## src/rtl/counter_pkg.sv

```systemverilog
// ----------------------------------------------------------------------------
// counter_pkg : shared defaults and boundary-mode type for mod_counter
// Rev 1.0
// ----------------------------------------------------------------------------
`default_nettype none

package counter_pkg;

  localparam int CNT_WIDTH_DEF    = 6;
  localparam int CNT_PRESCALE_DEF = 1;

  typedef enum logic {
    CNT_WRAP = 1'b0,
    CNT_SAT  = 1'b1
  } cnt_mode_e;

  // Decode the raw sat input into the boundary-mode type.
  function automatic cnt_mode_e cnt_mode_decode(input logic i_sat);
    return i_sat ? CNT_SAT : CNT_WRAP;
  endfunction

endpackage

`default_nettype wire

```

## src/rtl/count_prescaler.sv

```systemverilog
// ----------------------------------------------------------------------------
// count_prescaler : divides en by PRESCALE, emitting a one-cycle out_tick
// Rev 1.0
// ----------------------------------------------------------------------------
`default_nettype none

module count_prescaler
  import counter_pkg::*;
#(
  parameter int PRESCALE = CNT_PRESCALE_DEF
) (
  input  logic clk,
  input  logic clr,
  input  logic sclr,
  input  logic en,
  output logic out_tick
);

  localparam int              c_PW   = $clog2(PRESCALE) + 1;
  localparam logic [c_PW-1:0] c_LAST = c_PW'(PRESCALE - 1);

  logic [c_PW-1:0] r_div;
  logic            w_last;

  assign w_last   = (r_div == c_LAST);
  assign out_tick = en && w_last;

  always_ff @(posedge clk or posedge clr) begin
    if (clr) begin
      r_div <= '0;
    end else if (sclr) begin
      r_div <= '0;
    end else if (en) begin
      r_div <= w_last ? '0 : r_div + c_PW'(1);
    end
  end

endmodule

`default_nettype wire

```

## src/rtl/mod_counter.sv

```systemverilog
// ----------------------------------------------------------------------------
// mod_counter : up/down counter, programmable limit, load, wrap/saturate, tc.
// Optional enable prescaler compiled in with COUNTER_PRESCALE_EN.  Rev 1.0
// ----------------------------------------------------------------------------
`default_nettype none

module mod_counter
  import counter_pkg::*;
#(
  parameter int WIDTH    = CNT_WIDTH_DEF,
  parameter int PRESCALE = CNT_PRESCALE_DEF
) (
  input  logic             clk,
  input  logic             clr,
  input  logic             sclr,
  input  logic             en,
  input  logic             up,
  input  logic             sat,
  input  logic [WIDTH-1:0] limit,
  input  logic             load,
  input  logic [WIDTH-1:0] load_val,
  output logic [WIDTH-1:0] count,
  output logic             tc
);

  generate
    if (WIDTH < 1 || PRESCALE < 1) begin : g_param_check
      $error("mod_counter: WIDTH and PRESCALE must both be >= 1");
    end
  endgenerate

  logic [WIDTH-1:0] r_count;
  logic             r_tc;
  logic             w_step;
  logic [WIDTH-1:0] w_count_nxt;
  logic             w_at_bnd;
  logic             w_at_up;
  logic             w_at_dn;
  cnt_mode_e        w_mode;

`ifdef COUNTER_PRESCALE_EN
  // Load restarts division as well as sclr.
  count_prescaler #(
    .PRESCALE (PRESCALE)
  ) u_prescaler (
    .clk      (clk),
    .clr      (clr),
    .sclr     (sclr | load),
    .en       (en),
    .out_tick (w_step)
  );
`else
  assign w_step = en;
`endif

  assign w_mode   = cnt_mode_decode(sat);
  assign w_at_up  = (r_count >= limit);
  assign w_at_dn  = (r_count == '0);
  assign w_at_bnd = up ? w_at_up : w_at_dn;

  always_comb begin
    w_count_nxt = r_count;
    if (up) begin
      if (!w_at_up)                w_count_nxt = r_count + WIDTH'(1);
      else if (w_mode == CNT_WRAP) w_count_nxt = '0;
    end else begin
      if (!w_at_dn)                w_count_nxt = r_count - WIDTH'(1);
      else if (w_mode == CNT_WRAP) w_count_nxt = limit;
    end
  end

  always_ff @(posedge clk or posedge clr) begin
    if (clr) begin
      r_count <= '0;
      r_tc    <= 1'b0;
    end else if (sclr) begin
      r_count <= '0;
      r_tc    <= 1'b0;
    end else if (load) begin
      r_count <= load_val;
      r_tc    <= 1'b0;
    end else if (w_step) begin
      r_count <= w_count_nxt;
      r_tc    <= w_at_bnd;
    end else begin
      r_tc    <= 1'b0;
    end
  end

  assign count = r_count;
  assign tc    = r_tc;

endmodule

`default_nettype wire
```

## config.mk

```make
export PLATFORM = sky130hd
export DESIGN_NAME = mod_counter
export DESIGN_NICKNAME = d
export VERILOG_FILES = /design/src/rtl/counter_pkg.sv /design/src/rtl/count_prescaler.sv /design/src/rtl/mod_counter.sv
export SDC_FILE = /design/constraint.sdc
export NUM_CORES = 1
export LEC_CHECK = 0
export ABC_AREA = 1
export CORE_MARGIN = 1
export CORE_UTILIZATION = 50
export CTS_BUF_LIST = sky130_fd_sc_hd__clkbuf_4
export CTS_CLUSTER_DIAMETER = 120
export DETAILED_ROUTE_END_ITERATION = 8
export GPL_ROUTABILITY_DRIVEN = 0
export PLACE_DENSITY = 0.83
export SYNTH_ARGS = -nofsm -noshare
export SYNTH_HDL_FRONTEND = slang
export SYNTH_SLANG_ARGS = --single-unit
```

## constraint.sdc

```tcl
create_clock -name clk -period 2 [get_ports clk]
set_input_delay 0.5 -clock clk [delete_from_list [all_inputs] [get_ports clk]]
set_output_delay 0.5 -clock clk [all_outputs]
set_load 0.1 [all_outputs]
```

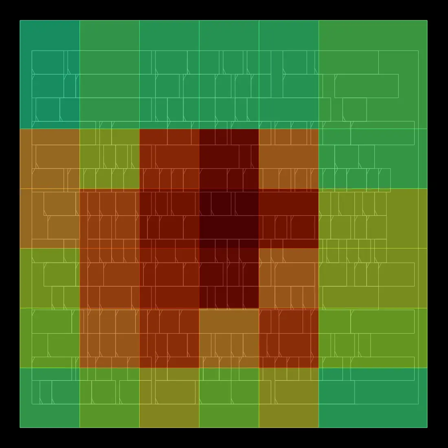
**Above:** run 1 (congestion heat map).
Global Route met3 Usage: 5.77%
met2 usage: 53.1%
gr usage total: 29.6%
busiest grt layer: met2
grt met1 use: 34.7%

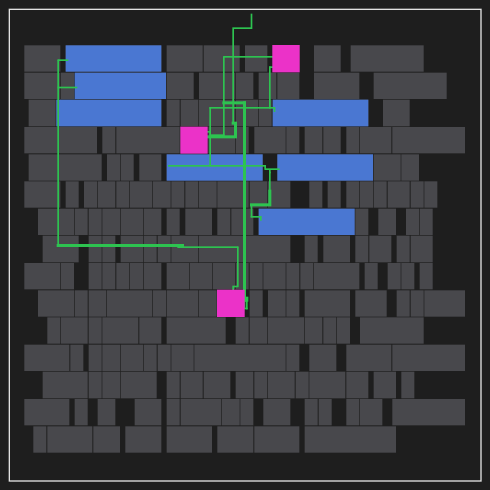
**Above:** run 1 (clock distribution).
Scale: 10 px per um.
Key: clock-net drivers = magenta [count 3]; clock wires = green [length 146 um]; flip-flops = blue [count 7]
There are 4 routed clock nets.

==> flow_summary.json, run 1 <==
{
  "status": "finished, final reports clean",
  "timing.setup.tns_ns": 0,
  "first_pass_iters": 5,
  "finalSetupViolCount": 0,
  "layout_setup_ws_ns": 0.0148,
  "crit_start": "limit[4]",
  "critPathLaunchType": "input pin",
  "nNonClkBuffers": 38,
  "grt_pass1_vias": 1086,
  "cp_slowest_stage_delay_ns": 0.46,
  "clkbuf_count": 4,
  "largest_area_cell": "dfrtp_1",
  "worstSetupEndpointType": "flop",
  "largestClassByArea": "logic gates",
  "die_h_um": 47.0,
  "r2r-end": "count[3]$_DFFE_PP0P_",
  "async_flop_share_pct": 100,
  "p_leak_nw": 0.811,
  "crit_chain": "clkdlybuf4s50_1 -> inv_1 -> ha_4 -> nand2_2 -> nor2_2 -> nand2_2 -> nand2_1 -> nand4_1 -> nand3_4 -> nand2_1 -> nand2_1",
  "antenna_found_initial": 0,
  "dieArea_um2": 2210,
  "maxSlewViolCount": 0,
  "final_area_um2": 1550,
  "reg2reg_from": "count[0]$_DFFE_PP0P_",
  "p_per_area_nw_per_um2": 648,
  "num_rows": 15,
  "max_cap_viol_count": 0,
  "vias": 1278,
  "relSlewSlack_pct": 81.6,
  "min_path_type": "in2async",
  "peakVddDrop_mv": 0.620,
  "worst_slew_pin_slew_ns": 0.278,
  "syn_area_um2": 1010,
  "dieWidth_um": 47.0,
  "cp_max_fo": 8,
  "min_period_ns": 1.99,
  "n_antenna_cell": 0,
  "clkLatencyLatePin_ns": 0.27,
  "synth_seq_share_pct": 17.3,
  "drt_iter0_markers": 94,
  "logic_gate_count": 121,
  "flop_cell": "dfrtp_1",
  "period_used_pct": 99.3,
  "root_buffer": "clkbuf_4",
  "yosys_warnings": 0,
  "nets": 226,
  "core_um2": 1820,
  "top_cell": "nand2_1",
  "fp_util_pct": 55.7,
  "drive_gt1_share_pct": 33.0,
  "crit_type": "in2reg",
  "n_fill_cell": 115,
  "clockBufferDepth": 2,
  "yosys-top-cells-count": "46 x nand2_1, 25 x inv_1, 17 x nand3_1, 10 x nor2_1, 9 x ha_1",
  "endpoint": "count[3]$_DFFE_PP0P_",
  "yosys_area_um2": 1010,
  "ys_cells": 158,
  "max_freq_mhz": 504,
  "grt_pass1_wl_mm": 4.57,
  "area_growth_pct": 52.8,
  "viasPerCell": 5.76,
  "pre_cts_slack_ns": -0.318,
  "cts_tree": "yes",
  "seqAreaFraction_pct": 12.0,
  "design.seq.count": 7,
  "htree_levels": 1,
  "drtAntennaViolNets": 0,
  "final_hold_viol_count": 0,
  "path_clk_slew_ns": 0.06,
  "grt-ovfl-total": 0,
  "clock-sinks": 7,
  "n_all_inverters": 27,
  "worst-r2r-setup-slack_ns": 0.22,
  "route.detailed.drc": 0,
  "io_pins": 26,
  "taps": 25,
  "arrival_ns": 2.18,
  "synth-edff-count": 0,
  "rr_worst_depth": 12,
  "synth_top_area_share_pct": 17.3,
  "dp_hpwl_mm": 2.39,
  "warning_count": 28,
  "buf_share_pct": 26.8,
  "portBuffers": 25,
  "cp_data_required_time_ns": 2.20,
  "cpMostUsedCell": "nand2_1",
  "syn-instance-count": 158,
  "flop_area_um2": 185,
  "ys_seq_elements": 7,
  "clock_cell_area_share_pct": 1.94,
  "fp_nets": 186,
  "final_cell_mix": "40 x nand2_1, 22 x inv_1, 16 x nand3_1, 14 x clkdlybuf4s50_1, 14 x buf_4",
  "placed_area_um2": 1420,
  "cts_made_buffers": 3,
  "grt_max_degree": 12,
  "logic_area_um2": 786,
  "syn_area_per_cell_um2": 6.41,
  "synth.distinct_cells": 27,
  "topCellsByArea": "dfrtp_1 17%, nand2_1 17%, ha_1 11%",
  "crit_slowest_cell": "clkdlybuf4s50_1",
  "fin_skew_ns": 0.00639
}
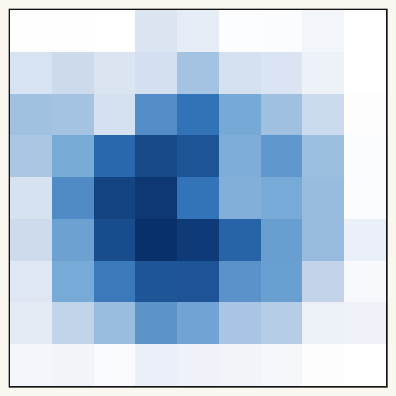
**Above:** run 1 (signal metal coverage by tile).
Scale: 8 px per um. The die is cut into 9 by 9 equal tiles; white is low, dark blue is high, scaled to the fullest tile. Values are wire area over tile area, all layers added.
The densest ninth of the die: middle. 32% of the tiles are over half the peak. The emptiest ninth of the die: top right. The fullest tile reaches 0.78.
per-cell routed wire length: 15.5 um
drt total wl: 3.45 mm

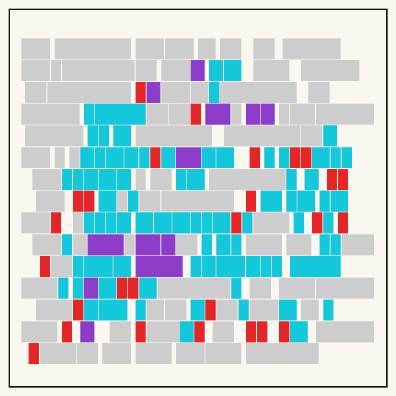
**Above:** run 1 (gate families picked out).
Scale: 8 px per um.
Key: aoi and oai cells = purple [cells 12, most used a21oi_1]; nand cells = cyan [cells 81, most used nand2_1]; inv cells = red [cells 27, most used inv_1]
most numerous logic cell after layout: nand2_1
combinational share of cell area: 50.7%
final std cells w/o fill: 222

run 1: registers in the layout (all words and copies together), names as in the netlist:
register  cells
tc            1
count         6
run 1: worst max-delay path: cells and delay by family:
| kind | cells | cell delay (ns) |
|---|---|---|
| simple gates | 8 | 0.88 |
| fa+ha+maj | 1 | 0.27 |
| buf+inv | 2 | 0.53 |
run 1: per-stage QoR:
stage	power [mW]	cells	hold slack (ns)	util [%]
5_1_grt	1.05	222	0.483	85.1
2_1_floorplan	0.581	158	0.303	-
4_1_cts	0.942	220	0.485	79.9
6_report	1.00	222	0.462	85.1
3_5_place_dp	0.792	216	0.628	77.9
3_3_place_gp	0.774	216	0.628	77.9
run 1: layer usage:
metal | GRT usage, % | share of wire [%] | vias to the layer above
met5 | 0 | 0 | -
met4 | 10.9 | 4.3 | 0
met3 | 5.77 | 11 | 22
met2 | 53.1 | 51 | 110
met1 | 34.7 | 34 | 561
li1 | - | - | 585
run 1: logic make-up (layout without fill, tap and decap cells):
group,after synthesis,in the layout,synth area share [%]
buffers and inverters,30,69,12.6
DFF,7,7,17.3
AOI/OAI and AO/OA,12,12,8.15
adders and majority gates,9,9,11.1
and+or+nand+nor,98,98,49.1
xor gates and xnor gates,2,2,1.73
run 1: power by group:
part / total [mW] / switching [mW] / internal [mW]
registers: 0.185 / 0.0226 / 0.162
logic: 0.663 / 0.415 / 0.248
clock network: 0.157 / 0.0663 / 0.0906
run 1: what timing repair did:
action | CTS | global route
hold buffers | 0 | 0
resized | 2 | 19
gates cloned | 0 | 0
setup endpoints to repair | 6 | 6
setup buffers | 0 | 2
pin swaps | 2 | 9
## Run 2: what changed since run 1
- SYNTH_HIERARCHICAL: not set -> 1
==> run 2 against run 1 <==
Effect of this change: clock power is essentially flat; critical path depth is the same; highest routed layer unchanged; wire length is the same; cell count is the same; die area is the same.
==> flow_summary.json, run 2 <==
{
  "p_leak_nw": 0.811,
  "cp_slowest_stage_delay_ns": 0.46,
  "ys_seq_elements": 7,
  "synth_seq_share_pct": 17.3,
  "top_cell": "nand2_1",
  "grt-busiest-layer": "met2",
  "syn-instance-count": 158,
  "arrival_ns": 2.18,
  "fp_util_pct": 55.7,
  "swShare_pct": 50.1,
  "finalSetupViolCount": 0,
  "pwr-share-seq_pct": 18.4,
  "cts_hold_buf": 0,
  "grt_pass1_wl_mm": 4.57,
  "relSlewSlack_pct": 81.6,
  "layout_setup_ws_ns": 0.0148,
  "route.detailed.drc": 0,
  "period_used_pct": 99.3,
  "dieArea_um2": 2210,
  "die_h_um": 47.0,
  "path_clk_slew_ns": 0.06,
  "max_freq_mhz": 504,
  "portBuffers": 25,
  "grt-ovfl-total": 0,
  "combinationalPower_mw": 0.663,
  "dieWidth_um": 47.0,
  "crit_chain": "clkdlybuf4s50_1 -> inv_1 -> ha_4 -> nand2_2 -> nor2_2 -> nand2_2 -> nand2_1 -> nand4_1 -> nand3_4 -> nand2_1 -> nand2_1",
  "crit_slowest_cell": "clkdlybuf4s50_1",
  "layout_top_cell": "nand2_1",
  "worstSetupEndpointType": "flop",
  "ys_cells": 158,
  "path_buffers": 2,
  "p_total_mw": 1.00,
  "core_um2": 1820,
  "dp_hpwl_mm": 2.39,
  "nets": 226,
  "p_clk_share_pct": 15.6,
  "crit_type": "in2reg",
  "wirelength_mm": 3.45,
  "cpMostUsedCell": "nand2_1",
  "largest_area_cell": "dfrtp_1",
  "pre_cts_slack_ns": -0.318,
  "grt_max_degree": 12,
  "syn_area_um2": 1010,
  "root_buffer": "clkbuf_4",
  "peakVddDrop_mv": 0.620,
  "synth_top_area_share_pct": 17.3,
  "drive_gt1_share_pct": 33.0,
  "flop_cell": "dfrtp_1",
  "pwr-share-comb_pct": 66.0,
  "drtAntennaViolNets": 0,
  "cts_resized": 2,
  "yosys_warnings": 6,
  "reg2reg_from": "count[0]$_DFFE_PP0P_",
  "htree_levels": 1,
  "area_growth_pct": 52.8,
  "highest_layer": "met4",
  "cts_tree": "yes",
  "n_antenna_cell": 0,
  "post_cts_buffers": 0,
  "first_pass_iters": 5,
  "critPathLaunchType": "input pin",
  "final_cell_mix": "40 x nand2_1, 22 x inv_1, 16 x nand3_1, 14 x clkdlybuf4s50_1, 14 x buf_4",
  "worst-r2r-setup-slack_ns": 0.22,
  "antenna_found_initial": 0,
  "viasPerCell": 5.76,
  "io_pins": 26,
  "dr_wl_met3_um": 363,
  "num_rows": 15,
  "cp_data_required_time_ns": 2.20,
  "grt_pass1_vias": 1086,
  "clockBufferDepth": 2,
  "worst_slew_pin_slew_ns": 0.278,
  "fp_nets": 186,
  "fin_skew_ns": 0.00639,
  "rr_worst_depth": 12,
  "topCellsByArea": "dfrtp_1 17%, nand2_1 17%, ha_1 11%",
  "p_switching_mw": 0.504,
  "final_hold_viol_count": 0,
  "yosys-top-cells-count": "46 x nand2_1, 25 x inv_1, 17 x nand3_1, 10 x nor2_1, 9 x ha_1",
  "use_met3_pct": 5.77,
  "status": "finished, final reports clean",
  "wl_met1_mm": 1.17,
  "cts_made_buffers": 3,
  "async_flop_share_pct": 100,
  "synth-edff-count": 0,
  "p_per_area_nw_per_um2": 648,
  "cp_max_fo": 8,
  "p_int_mw": 0.501,
  "syn_area_per_cell_um2": 6.41,
  "p_seq_mw": 0.185,
  "wl_met2_mm": 1.77,
  "n_fill_cell": 115,
  "use_met1_pct": 34.7,
  "warning_count": 28,
  "clock-sinks": 7,
  "r2r-end": "count[3]$_DFFE_PP0P_",
  "min_path_type": "in2async",
  "post_drt_wl_per_cell_um": 15.5,
  "gr-usage-met2_pct": 53.1,
  "min_period_ns": 1.99,
  "drt_iter0_markers": 94,
  "clock_net_power_mw": 0.157,
  "clkLatencyLatePin_ns": 0.27,
  "maxSlewViolCount": 0,
  "yosys_area_um2": 1010,
  "critPathTopFamily": "simple AND/OR/NAND/NOR gates",
  "track_usage_pct": 29.6,
  "synth.distinct_cells": 27,
  "max_cap_viol_count": 0,
  "largest_register_ffs": 6,
  "power_leader": "combinational logic"
}
[run 2: logic make-up (layout without fill, tap and decap cells)]
family | count (synthesis) | after routing | synth area share [%]
buffers and inverters | 30 | 69 | 12.6
and+or+nand+nor | 98 | 98 | 49.1
xor gates and xnor gates | 2 | 2 | 1.73
adders and majority gates | 9 | 9 | 11.1
AOI/OAI and AO/OA | 12 | 12 | 8.15
DFF | 7 | 7 | 17.3
[run 2: worst max path at each step]
stage | slack, ns | start | to | cells past startpoint
after detailed placement | -0.32 | limit[5] | count[4]$_DFFE_PP0P_ | 11
after global routing | -0.05 | limit[4] | count[3]$_DFFE_PP0P_ | 11
after floorplan | 0.1 | count[0]$_DFFE_PP0P_ | count[4]$_DFFE_PP0P_ | 12
after CTS | 0.003 | limit[3] | count[1]$_DFFE_PP0P_ | 12
final | 0.01 | limit[4] | count[3]$_DFFE_PP0P_ | 11
after global placement | -0.20 | limit[3] | count[2]$_DFFE_PP0P_ | 11
[run 2: through the flow]
step                      TNS [ns]  instance area (um2)  std cells  utilization, %  hold slack (ns)
after global routing       -0.0705                 1550        222            85.1            0.483
after CTS                        0                 1460        220            79.9            0.485
after global placement       -1.22                 1420        216            77.9            0.628
final                            0                 1550        222            85.1            0.462
after floorplan                  0                 1020        158               -            0.303
after detailed placement     -2.00                 1420        216            77.9            0.628
[run 2: area by class of cell]
cell class / instances / area [um2] / area share, %
Inverter: 27 / 101 / 6.54
Tap cell: 25 / 31.3 / 2.02
Timing Repair Buffer: 38 / 415 / 26.8
Sequential cell: 7 / 185 / 12.0
Clock buffer: 4 / 30.0 / 1.94
Multi-Input combinational cell: 121 / 786 / 50.7
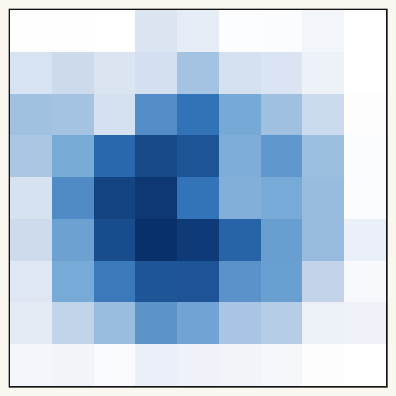
**Above:** run 2 (signal metal coverage by tile).
Scale: 8 px per um. The die is cut into 9 by 9 equal tiles; white is low, dark blue is high, scaled to the fullest tile. Values are wire area over tile area, all layers added.
The emptiest ninth of the die: top right. The mean over all tiles is 0.27. 12% of the tiles are nearly empty. 32% of the tiles are over half the peak. The densest ninth of the die: middle. The fullest tile reaches 0.78.
vias: 1,278

Power and IR drop assume default switching activity.
